--- src/rtl/rv32i_types.sv ---
// Shared RV32I load/store types: controller states, response codes, funct3 encodings
// and the store-side lane helpers.
package rv32i_types;

  typedef enum logic [1:0] {
    StIdle   = 2'd0,
    StAccess = 2'd1,
    StDone   = 2'd2
  } lsu_state_e;

  typedef enum logic [1:0] {
    ErrOk         = 2'b00,
    ErrMisaligned = 2'b01,
    ErrTimeout    = 2'b10,
    ErrIllegal    = 2'b11
  } rsp_err_e;

  typedef enum logic [2:0] {
    LdB  = 3'b000,
    LdH  = 3'b001,
    LdW  = 3'b010,
    LdBu = 3'b100,
    LdHu = 3'b101
  } load_funct3_e;

  typedef enum logic [2:0] {
    SdB = 3'b000,
    SdH = 3'b001,
    SdW = 3'b010
  } store_funct3_e;

  function automatic logic f3_legal(logic we, logic [2:0] f3);
    if (we) return f3 inside {SdB, SdH, SdW};
    return f3 inside {LdB, LdH, LdW, LdBu, LdHu};
  endfunction

  // funct3[1:0] encodes the access size for every legal load and store.
  function automatic logic f3_misaligned(logic [2:0] f3, logic [1:0] off);
    case (f3[1:0])
      2'b01:   return off[0];
      2'b10:   return off != 2'b00;
      default: return 1'b0;
    endcase
  endfunction

  function automatic logic [3:0] byte_en(logic [2:0] f3, logic [1:0] off);
    case (f3[1:0])
      2'b00:   return 4'b0001 << off;
      2'b01:   return 4'b0011 << off;
      default: return 4'b1111;
    endcase
  endfunction

  function automatic logic [31:0] store_data(logic [2:0] f3, logic [31:0] wdata);
    case (f3[1:0])
      2'b00:   return {4{wdata[7:0]}};
      2'b01:   return {2{wdata[15:0]}};
      default: return wdata;
    endcase
  endfunction

endpackage

--- src/rtl/load_align.sv ---
// Load lane extraction: picks the addressed byte/half out of a memory word and
// sign- or zero-extends it according to funct3.
module load_align
  import rv32i_types::*;
(
  input  logic [2:0]  funct3,
  input  logic [1:0]  offset,
  input  logic [31:0] word,
  output logic [31:0] result
);

  logic [31:0] shifted;

  always_comb begin
    shifted = word >> {offset, 3'b000};
    result  = '0;
    case (funct3)
      LdB:     result = {{24{shifted[7]}}, shifted[7:0]};
      LdH:     result = {{16{shifted[15]}}, shifted[15:0]};
      LdW:     result = shifted;
      LdBu:    result = {24'b0, shifted[7:0]};
      LdHu:    result = {16'b0, shifted[15:0]};
      default: result = '0;
    endcase
  end

endmodule

--- src/rtl/lsu_ctrl.sv ---
// RV32I load/store controller: drives a word-addressed memory port with byte enables,
// aligns load data and guards each access with a watchdog.
module lsu_ctrl
  import rv32i_types::*;
#(
  parameter int unsigned TIMEOUT_CYCLES = 255
) (
  input  logic        clk,
  input  logic        rst_n,
  input  logic        req_valid,
  output logic        req_ready,
  input  logic        req_we,
  input  logic [2:0]  req_funct3,
  input  logic [31:0] req_addr,
  input  logic [31:0] req_wdata,
  output logic        rsp_valid,
  output logic [31:0] rsp_rdata,
  output logic [1:0]  rsp_err,
  output logic        mem_read,
  output logic        mem_write,
  output logic [31:0] mem_address,
  output logic [3:0]  mem_byte_enable,
  output logic [31:0] mem_wdata,
  input  logic [31:0] mem_rdata,
  input  logic        mem_resp
);

  localparam int unsigned CntW = $clog2(TIMEOUT_CYCLES + 1);
  localparam logic [CntW-1:0] CntLast = CntW'(TIMEOUT_CYCLES - 1);
  localparam logic [CntW-1:0] CntMax  = CntW'(TIMEOUT_CYCLES);

  lsu_state_e    state_q, state_d;
  logic          we_q, we_d;
  logic [2:0]    funct3_q, funct3_d;
  logic [1:0]    off_q, off_d;
  logic [CntW-1:0] cnt_q, cnt_d;
  rsp_err_e      err_q, err_d;
  logic [31:0]   rdata_q, rdata_d;
  logic [31:0]   addr_q, addr_d;
  logic [3:0]    be_q, be_d;
  logic [31:0]   wdata_q, wdata_d;

  logic          req_illegal, req_misaligned;
  logic [31:0]   load_result;

  assign req_illegal    = !f3_legal(req_we, req_funct3);
  assign req_misaligned = f3_misaligned(req_funct3, req_addr[1:0]);

  load_align u_load_align (
    .funct3 (funct3_q),
    .offset (off_q),
    .word   (mem_rdata),
    .result (load_result)
  );

  always_ff @(posedge clk) begin
    if (!rst_n) state_q <= StIdle;
    else        state_q <= state_d;
  end

  always_comb begin
    state_d = state_q;
    unique case (state_q)
      StIdle:   if (req_valid) state_d = (req_illegal || req_misaligned) ? StDone : StAccess;
      StAccess: if (mem_resp || cnt_q == CntLast) state_d = StDone;
      StDone:   state_d = StIdle;
      default:  state_d = StIdle;
    endcase
  end

  always_comb begin
    req_ready = state_q == StIdle;
    mem_read  = (state_q == StAccess) && !we_q;
    mem_write = (state_q == StAccess) && we_q;
    rsp_valid = state_q == StDone;
  end

  assign rsp_rdata       = rdata_q;
  assign rsp_err         = err_q;
  assign mem_address     = addr_q;
  assign mem_byte_enable = be_q;
  assign mem_wdata       = wdata_q;

  always_comb begin
    we_d     = we_q;
    funct3_d = funct3_q;
    off_d    = off_q;
    cnt_d    = cnt_q;
    err_d    = err_q;
    rdata_d  = rdata_q;
    addr_d   = addr_q;
    be_d     = be_q;
    wdata_d  = wdata_q;
    unique case (state_q)
      StIdle: begin
        if (req_valid) begin
          we_d     = req_we;
          funct3_d = req_funct3;
          off_d    = req_addr[1:0];
          addr_d   = {req_addr[31:2], 2'b00};
          be_d     = byte_en(req_funct3, req_addr[1:0]);
          wdata_d  = store_data(req_funct3, req_wdata);
          cnt_d    = '0;
          rdata_d  = '0;
          // Illegal funct3 takes precedence: its size, and so its alignment, is undefined.
          if (req_illegal)         err_d = ErrIllegal;
          else if (req_misaligned) err_d = ErrMisaligned;
          else                     err_d = ErrOk;
        end
      end
      StAccess: begin
        // A response in the final watchdog cycle still completes normally.
        if (mem_resp) begin
          rdata_d = we_q ? '0 : load_result;
          err_d   = ErrOk;
        end else if (cnt_q == CntLast) begin
          rdata_d = '0;
          err_d   = ErrTimeout;
        end else if (cnt_q != CntMax) begin
          cnt_d = cnt_q + 1'b1;
        end
      end
      default: ;
    endcase
  end

  always_ff @(posedge clk) begin
    if (!rst_n) begin
      we_q     <= 1'b0;
      funct3_q <= '0;
      off_q    <= '0;
      cnt_q    <= '0;
      err_q    <= ErrOk;
      rdata_q  <= '0;
      addr_q   <= '0;
      be_q     <= '0;
      wdata_q  <= '0;
    end else begin
      we_q     <= we_d;
      funct3_q <= funct3_d;
      off_q    <= off_d;
      cnt_q    <= cnt_d;
      err_q    <= err_d;
      rdata_q  <= rdata_d;
      addr_q   <= addr_d;
      be_q     <= be_d;
      wdata_q  <= wdata_d;
    end
  end

endmodule

--- config.mk ---
export PLATFORM = sky130hd
export DESIGN_NAME = lsu_ctrl
export DESIGN_NICKNAME = d
export VERILOG_FILES = /design/src/rtl/rv32i_types.sv /design/src/rtl/load_align.sv /design/src/rtl/lsu_ctrl.sv
export SDC_FILE = /design/constraint.sdc
export NUM_CORES = 1
export LEC_CHECK = 0
export CAP_MARGIN = 20
export CORE_ASPECT_RATIO = 0.7
export CORE_MARGIN = 4
export CORE_UTILIZATION = 44
export DETAILED_ROUTE_END_ITERATION = 12
export PLACE_DENSITY = 0.9
export SYNTH_ARGS = -nofsm -noshare
export SYNTH_HDL_FRONTEND = slang
export SYNTH_SLANG_ARGS = --single-unit
--- constraint.sdc ---
create_clock -name clk -period 2.2 [get_ports clk]
set_clock_uncertainty 0.2 [all_clocks]
set_input_delay 0.44 -clock clk [delete_from_list [all_inputs] [get_ports clk]]
set_output_delay 0.44 -clock clk [all_outputs]
set_load 0.02 [all_outputs]
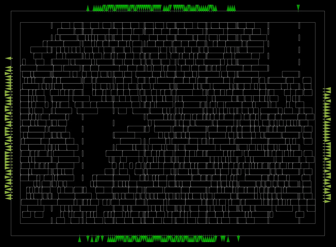
Fig. 1. Cell outlines without signal wires (run 1).
tap cells: 157
flop share of the area: 0.2760
post-layout util: 0.7132
num rows: 33

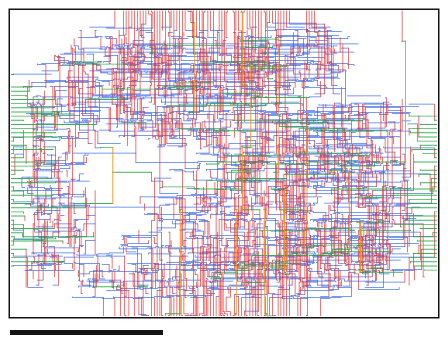
Fig. 2. Wiring by layer (run 1).
The bar under the picture is 50 um long.
layer	colour	wire length
M2	red	8510 um
M1	blue	7910 um
M4	orange	476 um
M3	green	1660 um
DR WL/cell: 17.68 um
aggregate global-route resource usage: 0.2539

==> run_results.csv, run 1 <==
group,metric,value,unit
route,wl,18560,um
pwr,switching_share,0.2775,
yosys,mux_share,0.05466,
route,drtIter0Drc,389,
cells_and_area,instances_no_fill,1050,
yosys,topCombFamilyByArea,"AND-OR/OR-AND gates",
yosys,ys_area,0.005356,sq mm
sta,rsz0062_at_grt,"no",
cells_and_area,drive_gt1_frac,0.1153,
global_route,top_usage_layer,"met2",
cells_and_area,nNetsFinal,990,
sta,report.final.hold_viol_count,0,
route,viasPerCell,5.614,
clock_network,root_buffer,"clkbuf_16",
yosys,synth_cells,658,
critical_path,cp_slowest_cell,"clkdlybuf4s50_1",
critical_path,worstSetupPathType,"flop to primary output",
pwr,intPower,4.379,mW
yosys,top_area_cell,"dfxtp_1",
critical_path,reg2reg_slack,0.16,ns
critical_path,start_kind,"flop",
critical_path,cp-startpoint,"state_q[0]",
sta,tightest_slew,0.5539,ns
status,outcome,"completed",
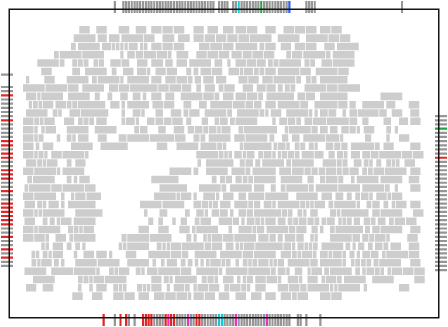
Fig. 3. Pin placement (run 1).
Pins as bars across the die edge, other pins in grey.
port	colour	pins	direction	edge
mem_byte_enable	magenta	4	output	bottom
rsp_valid	blue	1	output	top
req_funct3	cyan	3	input	2 bottom, 1 top
rsp_err	green	2	output	1 top, 1 right
req_addr	red	32	input	19 left, 12 bottom, 1 right
all pins by edge	64 top, 63 bottom, 45 left, 38 right

[run 1: stage by stage]
step	setup slack (ns)	total power [mW]	instance area, sq um	setup TNS, ns	hold WS [ns]
after global routing	0.008380	6.294	8422	0	0.2662
after floorplan	0.2290	2.890	5360	0	0.2540
after CTS	0.04041	6.087	8404	0	0.2532
after detailed placement	-0.3343	3.529	7853	-14.59	0.2461
after global placement	-0.2153	3.505	7853	-11.93	0.2398
final	0.05422	6.062	8422	0	0.2503
[run 1: cell type report]
type / instances / area share
multi-input combinational: 477 / 0.3298
timing repair buffer: 253 / 0.2985
sequential: 116 / 0.2760
clock buffer: 19 / 0.05259
tap: 157 / 0.02332
clock inverter: 13 / 0.01307
inverter: 15 / 0.006685
[run 1: flip-flops by register name (all words and copies together), names as in the netlist]
name	flops
cnt_q	8
state_q	2
we_q	1
mem_byte_enable	4
funct3_q	3
mem_address	30
rsp_rdata	32
mem_wdata	32
off_q	2
rsp_err	2
[run 1: what timing repair did]
action                                  CTS  global route
setup buffers                             0             0
endpoints found under the hold margin     0             0
endpoints found under the setup margin    5             2
resized                                   5             3
pin swaps                                 0             0
[run 1: cell usage in the layout, fill, tap and decap left out, types with 5 or more instances in the layout]
master	netlist	final
o21ai_0	45	45
a31oi_1	11	11
dfxtp_1	116	114
nand2_1	139	139
clkdlybuf4s50_1	0	204
nor2b_1	14	13
clkinv_2	0	5
o2bb2ai_1	7	7
clkbuf_16	0	17
a211o_1	8	8
nor2_1	18	18
nand4_1	5	5
clkinvlp_4	0	5
a221o_1	9	9
buf_4	2	38
nand3_1	17	17
a21oi_1	96	96
buf_12	0	8
o211ai_1	25	25
mux2i_1	18	18
inv_1	14	14
ha_1	6	6
mux2_2	8	8
==> run 2: changes to the inputs <==
- GPL_TIMING_DRIVEN: unset -> 1
==> run 2 against run 1 <==
Worst hold slack stayed put. Via count stayed put. Combinational power hardly changed. Core utilization stayed put. Cell count stayed put. Sequential share of layout area stayed put. Synthesized area stayed put. Clock-buffer cell count stayed put. Critical path depth stayed put. Sequential power hardly changed. Highest routed layer unchanged. First-iteration DRC count stayed put.
==> run_results.csv, run 2 <==
group,metric,value,unit
yosys,synth_cells,658,
cells_and_area,postLayoutCellArea,0.008422,sq mm
status,outcome,"completed",
route,wl,18560,um
sta,finalWorstSetupSlack,0.05422,ns
sta,hold_slack,0.2503,ns
route,drtIter0Drc,389,
route,viasPerCell,5.614,
placement,dpl_cell_area,0.007853,sq mm
cells_and_area,layout_top_cell,"clkdlybuf4s50_1",
sta,tightest_slew,0.5539,ns
cells_and_area,drive_gt1_frac,0.1153,
route,wl_per_cell,17.68,um
yosys,top_area_cell,"dfxtp_1",
critical_path,reg2reg_slack,0.16,ns
critical_path,cp_slowest_cell,"clkdlybuf4s50_1",
yosys,ys_area,0.005356,sq mm
cells_and_area,final_util,0.7132,
sta,report.final.hold_viol_count,0,
cells_and_area,nNetsFinal,990,
global_route,top_usage_layer,"met2",
cells_and_area,mostFrequentLayoutCells,"204 x clkdlybuf4s50_1, 139 x nand2_1, 114 x dfxtp_1",
critical_path,start_kind,"flop",
==> run 2: power by group <==
part / internal [mW] / switching, mW
sequential: 2.22 / 0.0753
combinational: 0.588 / 0.625
clock: 1.57 / 0.982
total: 4.38 / 1.68
==> run 2: final timing paths <==
| kind | startpoint | endpoint | cells past startpoint |
|---|---|---|---|
| hold / removal | mem_address[23] | mem_address[23] | 2 |
| setup reg to reg | cnt_q[0] | rsp_rdata[24] | 6 |
| hold reg to reg | mem_address[23] | mem_address[23] | 2 |
| setup / recovery | state_q[0] | req_ready | 2 |
==> run 2: what timing repair did <==
item | 4_1_cts | 5_1_grt
setup endpoints to repair | 5 | 2
buffers inserted | 0 | 0
resized | 5 | 3
pin swaps | 0 | 0
==> run 2: kinds of logic (layout without fill, tap and decap cells) <==
logic type / after synthesis / after routing / synth area share
AND/OR/NAND/NOR: 220 / 220 / 0.1866
multiplexers: 27 / 27 / 0.05466
adder cells (fa/ha/maj): 6 / 6 / 0.01402
AND-OR/OR-AND: 222 / 222 / 0.2574
other: 1 / 2 / 0.0007001
flip-flops: 116 / 116 / 0.4335
buffers and inverters: 66 / 300 / 0.05302
==> run 2: tightest hold or removal path, delay by kind of cell, from the launching register on <==
kind,cells,cell delay [ns]
compound gates,1,0.05
simple gates,1,0.05
flops,1,0.30
==> run 2: cell type report <==
class | count | area (sq um)
clock buffers | 19 | 442.9
fillers | 874 | 3387
well taps | 157 | 196.4
multi-input cells | 477 | 2778
clock inverters | 13 | 110.1
repair buffers | 253 | 2514
inverters | 15 | 56.30
flip-flops and latches | 116 | 2325
==> run 2: per-stage QoR <==
step | setup TNS (ns) | cells
after floorplan | 0 | 659
after global placement | -11.93 | 1018
after detailed placement | -14.59 | 1018
after CTS | 0 | 1050
after global routing | 0 | 1050
final | 0 | 1050
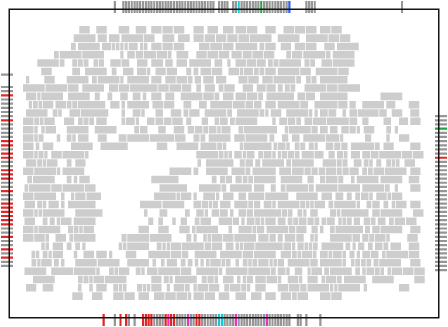
Fig. 4. Pin placement (run 2).
Pins as bars across the die edge, other pins in grey.
Die Width: 139.9 um
number of port buffers: 207

No activity file was given, so power comes from the tool's default toggle rates.
